**Routed metal, one color a layer**

Drawn at 1.5 px/um.
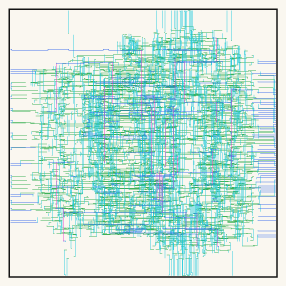
**The clock network**

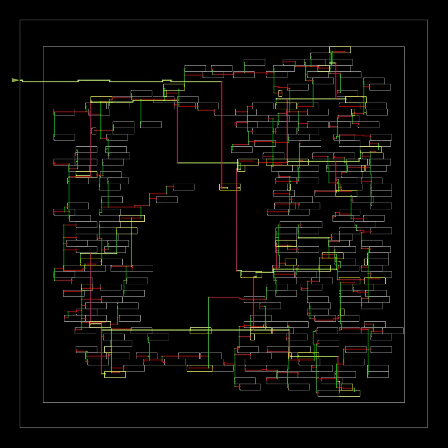
**Cell classes on the final placement**

Drawn at 1.5 px/um.
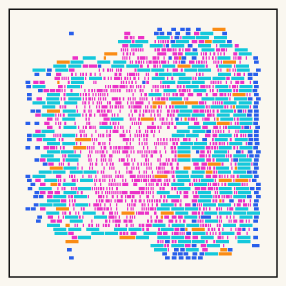
**Placement density heat map**

Drawn at 2 px/um. The die is cut into 18 by 18 equal tiles; black is low, pale yellow is high, 0 to 100% covered.
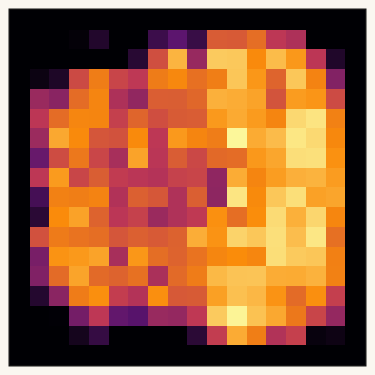
**Ports around the boundary**

Drawn at 2 px/um. Pins as bars across the die edge, other pins in gray.
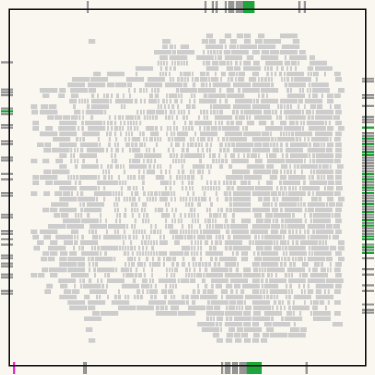
==> config.mk <==
export PLATFORM = sky130hd
export DESIGN_NAME = div_sequencer
export DESIGN_NICKNAME = d
export VERILOG_FILES = /design/src/rtl/div_sequencer.sv
export SDC_FILE = /design/constraint.sdc
export NUM_CORES = 1
export LEC_CHECK = 0
export ABC_AREA = 1
export CAP_MARGIN = 20
export CORE_MARGIN = 10
export CORE_UTILIZATION = 51
export DETAILED_ROUTE_END_ITERATION = 8
export PLACE_DENSITY = 0.84
export SYNTH_ARGS = -nofsm -noshare
export SYNTH_HDL_FRONTEND = slang
export SYNTH_SLANG_ARGS = --single-unit
==> constraint.sdc <==
create_clock -name clk -period 6.3 [get_ports clk]
set_input_delay 0.63 -clock clk [delete_from_list [all_inputs] [get_ports clk]]
set_output_delay 0.63 -clock clk [all_outputs]
set_load 0.01 [all_outputs]
==> src/rtl/div_sequencer.sv <==
// Sequential 32-bit restoring divider: one quotient bit per cycle through a single Sub_32.
// Signed operation is compiled in only when DIV_SEQUENCER_SIGNED_EN is defined.

module Sub_32 (
  input  logic [31:0] a,
  input  logic [31:0] b,
  input  logic        c_in,
  output logic [31:0] diff,
  output logic        c_out
);
  logic [32:0] sum;

  // c_in is a borrow-in; c_out is the inverted borrow (1 means a >= b unsigned)
  assign sum   = {1'b0, a} + {1'b0, ~b} + {32'd0, ~c_in};
  assign diff  = sum[31:0];
  assign c_out = sum[32];
endmodule

module div_sequencer (
  input  logic        clk,
  input  logic        rst_n,
  input  logic        start,
  input  logic [31:0] dividend,
  input  logic [31:0] divisor,
  input  logic        div_signed,
  output logic        busy,
  output logic        done,
  output logic [31:0] quotient,
  output logic [31:0] remainder,
  output logic        div_by_zero
);
  localparam logic [2:0] IDLE = 3'd0;
  localparam logic [2:0] LOAD = 3'd1;
  localparam logic [2:0] RUN  = 3'd2;
  localparam logic [2:0] FIX  = 3'd3;
  localparam logic [2:0] DONE = 3'd4;

  logic [2:0]  state;
  logic [31:0] dvd_cap, dvs_cap;
  logic        sgn_cap;
  logic [31:0] rem, quo, dvs;
  logic [4:0]  cnt;
  logic        q_neg, r_neg;
  logic        sgn_en;

`ifdef DIV_SEQUENCER_SIGNED_EN
  assign sgn_en = div_signed;
`else
  logic unused_div_signed;
  assign unused_div_signed = div_signed;
  assign sgn_en = 1'b0;
`endif

  function automatic logic [31:0] neg32(input logic [31:0] v);
    return ~v + 32'd1;
  endfunction

  function automatic logic [31:0] mag32(input logic [31:0] v, input logic s);
    return (s && v[31]) ? neg32(v) : v;
  endfunction

  logic [31:0] shifted, diff;
  logic        out_bit, c_out, take;

  // The dividend drains out of quo's MSB while quotient bits enter at its LSB
  assign shifted = {rem[30:0], quo[31]};
  assign out_bit = rem[31];
  assign take    = c_out | out_bit;

  Sub_32 u_sub (
    .a    (shifted),
    .b    (dvs),
    .c_in (1'b0),
    .diff (diff),
    .c_out(c_out)
  );

  always_ff @(posedge clk or negedge rst_n) begin
    if (!rst_n) begin
      state       <= IDLE;
      dvd_cap     <= '0;
      dvs_cap     <= '0;
      sgn_cap     <= 1'b0;
      rem         <= '0;
      quo         <= '0;
      dvs         <= '0;
      cnt         <= '0;
      q_neg       <= 1'b0;
      r_neg       <= 1'b0;
      quotient    <= '0;
      remainder   <= '0;
      div_by_zero <= 1'b0;
    end else begin
      case (state)
        IDLE: if (start) begin
          dvd_cap <= dividend;
          dvs_cap <= divisor;
          sgn_cap <= sgn_en;
          cnt     <= '0;
          state   <= LOAD;
        end
        LOAD: if (dvs_cap == 32'd0) begin
          // Zero divisor lingers one extra LOAD cycle so its done lands two edges after LOAD entry
          if (cnt == 5'd0) begin
            cnt <= 5'd1;
          end else begin
            quotient    <= '1;
            remainder   <= dvd_cap;
            div_by_zero <= 1'b1;
            state       <= DONE;
          end
        end else begin
          rem   <= '0;
          quo   <= mag32(dvd_cap, sgn_cap);
          dvs   <= mag32(dvs_cap, sgn_cap);
          cnt   <= '0;
          q_neg <= sgn_cap & (dvd_cap[31] ^ dvs_cap[31]);
          r_neg <= sgn_cap & dvd_cap[31];
          state <= RUN;
        end
        RUN: begin
          rem <= take ? diff : shifted;
          quo <= {quo[30:0], take};
          cnt <= cnt + 5'd1;
          if (cnt == 5'd31) state <= FIX;
        end
        FIX: begin
          quotient    <= q_neg ? neg32(quo) : quo;
          remainder   <= r_neg ? neg32(rem) : rem;
          div_by_zero <= 1'b0;
          state       <= DONE;
        end
        DONE:    state <= IDLE;
        default: state <= IDLE;
      endcase
    end
  end

  assign busy = (state == LOAD) || (state == RUN) || (state == FIX);
  assign done = (state == DONE);
endmodule

==> flow_metrics.env <==
# physical design summary
export IMPL_crit_slowest_cell="a21oi_4"
export IMPL_grt_pass1_vias=10100
export IMPL_dr_max_layer_used="met4"
export IMPL_dp_hpwl_um=23300
export IMPL_drc=0
export IMPL_final_util=0.615
export IMPL_path_delay_family="simple AND/OR/NAND/NOR gates"
export IMPL_cts_sinks=233
export IMPL_cp_common_cell="nand2_1"
export IMPL_yosys_area_top_type="dfrtp_1"
export IMPL_finalMaxSlewViolations=0
export IMPL_gp_congestion=0.939
export IMPL_ctsHoldBuffers=0
export IMPL_dieArea_um2=31500
export IMPL_required_ns=6.75
export IMPL_hp_class="input port to asynchronous set/reset pin"
export IMPL_grt_pass1_wl_um=51300
export IMPL_grt_max_degree=119
export IMPL_top_area_frac=0.461
export IMPL_syn_area_um2=12700
export IMPL_final_setup_viol_count=0
export IMPL_antennaDiodeCount=0
export IMPL_clock_path_buffers=3
export IMPL_yosysWarnings=0
export IMPL_finalSetupTns_ns=0
export IMPL_numSynthFlops=233
export IMPL_initCoreUtil=0.519
export IMPL_wl_met1_um=14700
export IMPL_port_buffers=133
export IMPL_max_slew_margin=0.390
export IMPL_hold_violations=0
export IMPL_met3WireLength_um=2390
export IMPL_synth_cells=1548
export IMPL_leakage_nw=7.49
export IMPL_tightest_slew_ns=0.915
export IMPL_cts_made_buffers=25
export IMPL_die_w_um=178
export IMPL_cts_resized=0
export IMPL_post_cts_setup_buffers=0
export IMPL_status="completed"
export IMPL_avgViaCountPerCell=5.29
export IMPL_fp_nets=1652
export IMPL_finalWorstPathRequiredPeriod_ns=3.10
export IMPL_cp_end_kind="flip-flop"
export IMPL_avgSynthCellArea_um2=8.17
export IMPL_grt_ovfl_total=0
export IMPL_crit_fanout=35
export IMPL_worstSetupPathType="flip-flop to flip-flop"
export IMPL_clkTransAtPathRegs_ns=0.06
export IMPL_area_delta_synth_final_pct=18.6
export IMPL_rsz0062_at_grt="false"
-- 'routed metal, one color a layer' (at the start) --
met4: shown in magenta, wire length 652 um. met3: shown in blue, wire length 2390 um. met1: shown in green, wire length 14700 um. met2: shown in cyan, wire length 14100 um.
total track usage: 0.198
vias: 10600
drt total wl: 31800 um

-- 'the clock network' (at the start) --
clock buffers: 37
worst clock skew: 0.0147 ns

-- 'cell classes on the final placement' (at the start) --
all other logic: shown in magenta, cells 1256. clock drivers and dummy loads: shown in orange, cells 45. other buffers and delay cells: shown in blue, cells 142. flip-flops: shown in cyan, cells 233.
fraction of area in registers: 0.388
Design Area, Final: 15000 um2
Core ar.: 24400 um2

-- 'placement density heat map' (at the start) --
The fullest tile reaches 98%. The densest ninth of the die: middle right. 27% of the tiles are nearly empty. The emptiest ninth of the die: upper left.

-- 'ports around the boundary' (at the start) --
dividend: shown in green, pins 32, direction input, edge 17 right, 8 bottom, 6 top, 1 left. div_signed: shown in magenta, pins 1, direction input, edge bottom.

[cells in the mapped netlist, drive strengths merged]
cell	instances
nand2	422
dfrtp	233
inv	231
o21ai	128
nor2	104
nand3	97
mux2	64
a21oi	56
nand4	46
ha	35
buf	34
mux2i	32
clkbuf	25
xor2	16
nor3	9
o21bai	3
or2	3
and2	2
a211o	1
and3	1
fa	1
nand3b	1
nor3b	1
nor4	1
o21a	1
o31ai	1
[cell usage in the layout (no fill, tap or decap), types with 8 or more instances in the layout]
cell type and instances:
o21ai_1 66, mux2_2 64, xor2_1 16, buf_4 8, nand3_1 94, clkbuf_16 25, nand4_1 46, a21oi_2 20
nor2_1 96, clkdlybuf4s50_1 132, nand2_1 418, mux2i_1 32, dfrtp_1 233, inv_1 223, inv_2 8, a21oi_1 34
ha_1 35, o21ai_0 61
[worst reg2reg max path: cells and delay by family, from the launching register on]
kind / cells / cell delay (ns)
compound gates: 1 / 0.77
fa+ha+maj: 2 / 0.44
buf+inv: 2 / 0.25
flops: 1 / 0.39
simple gates: 9 / 1.20
[kinds of logic after synthesis]
family / count (synthesis) / share of synthesized area
muxes: 96 / 0.0823
and+or+nand+nor: 687 / 0.232
DFF: 233 / 0.461
buffers and inverters: 290 / 0.0925
adders and majority gates: 36 / 0.0362
xor gates and xnor gates: 16 / 0.0111
AOI/OAI and AO/OA: 190 / 0.0850
[per-layer routing]
metal | vias up | global-route usage
li1 | 5173 | -
met1 | 5010 | 0.278
met2 | 347 | 0.310
met3 | 53 | 0.0348
met4 | 0 | 0.0483
met5 | - | 0
[flip-flops by register name, indices dropped and copies added, names as in the netlist, 5 cells and up]
signal     cells
dvd_cap       32
dvs           32
dvs_cap       32
quo           32
quotient      32
rem           32
remainder     32
cnt            5
[final timing paths]
kind                                 end           from  depth (start not counted)
min reg2reg                remainder[28]  remainder[28]                          2
min in group clk           remainder[28]  remainder[28]                          2
max in group asynchronous        dvs[29]          rst_n                          2
max reg2reg                      rem[19]        quo[31]                         14
min                               quo[8]          rst_n                          1
max                              rem[19]        quo[31]                         14
[report_power, final]
part           total (mW)  switching [mW]  internal, mW
Clock                1.46           0.584         0.872
Combinational        4.32            2.62          1.70
Sequential           2.66           0.477          2.18
Total                8.43            3.68          4.75
[stage by stage]
step                setup WS (ns)  area, um2  instances  hold WS [ns]
floorplan                    4.24      12700       1548         0.334
global placement             3.35      14200       1954         0.466
detailed placement           3.26      14200       1954         0.479
CTS                          3.25      15000       1999         0.203
global route                 2.98      15000       2000         0.243
finish                       3.20      15000       2000         0.172
[layout make-up]
class	instances	area, um2
clock buffer	37	721
clock inverter	8	97.6
fill	2110	9380
inverter	231	867
multi-input combinational	1025	5670
sequential	233	5830
tap	324	405
timing repair buffer	142	1420
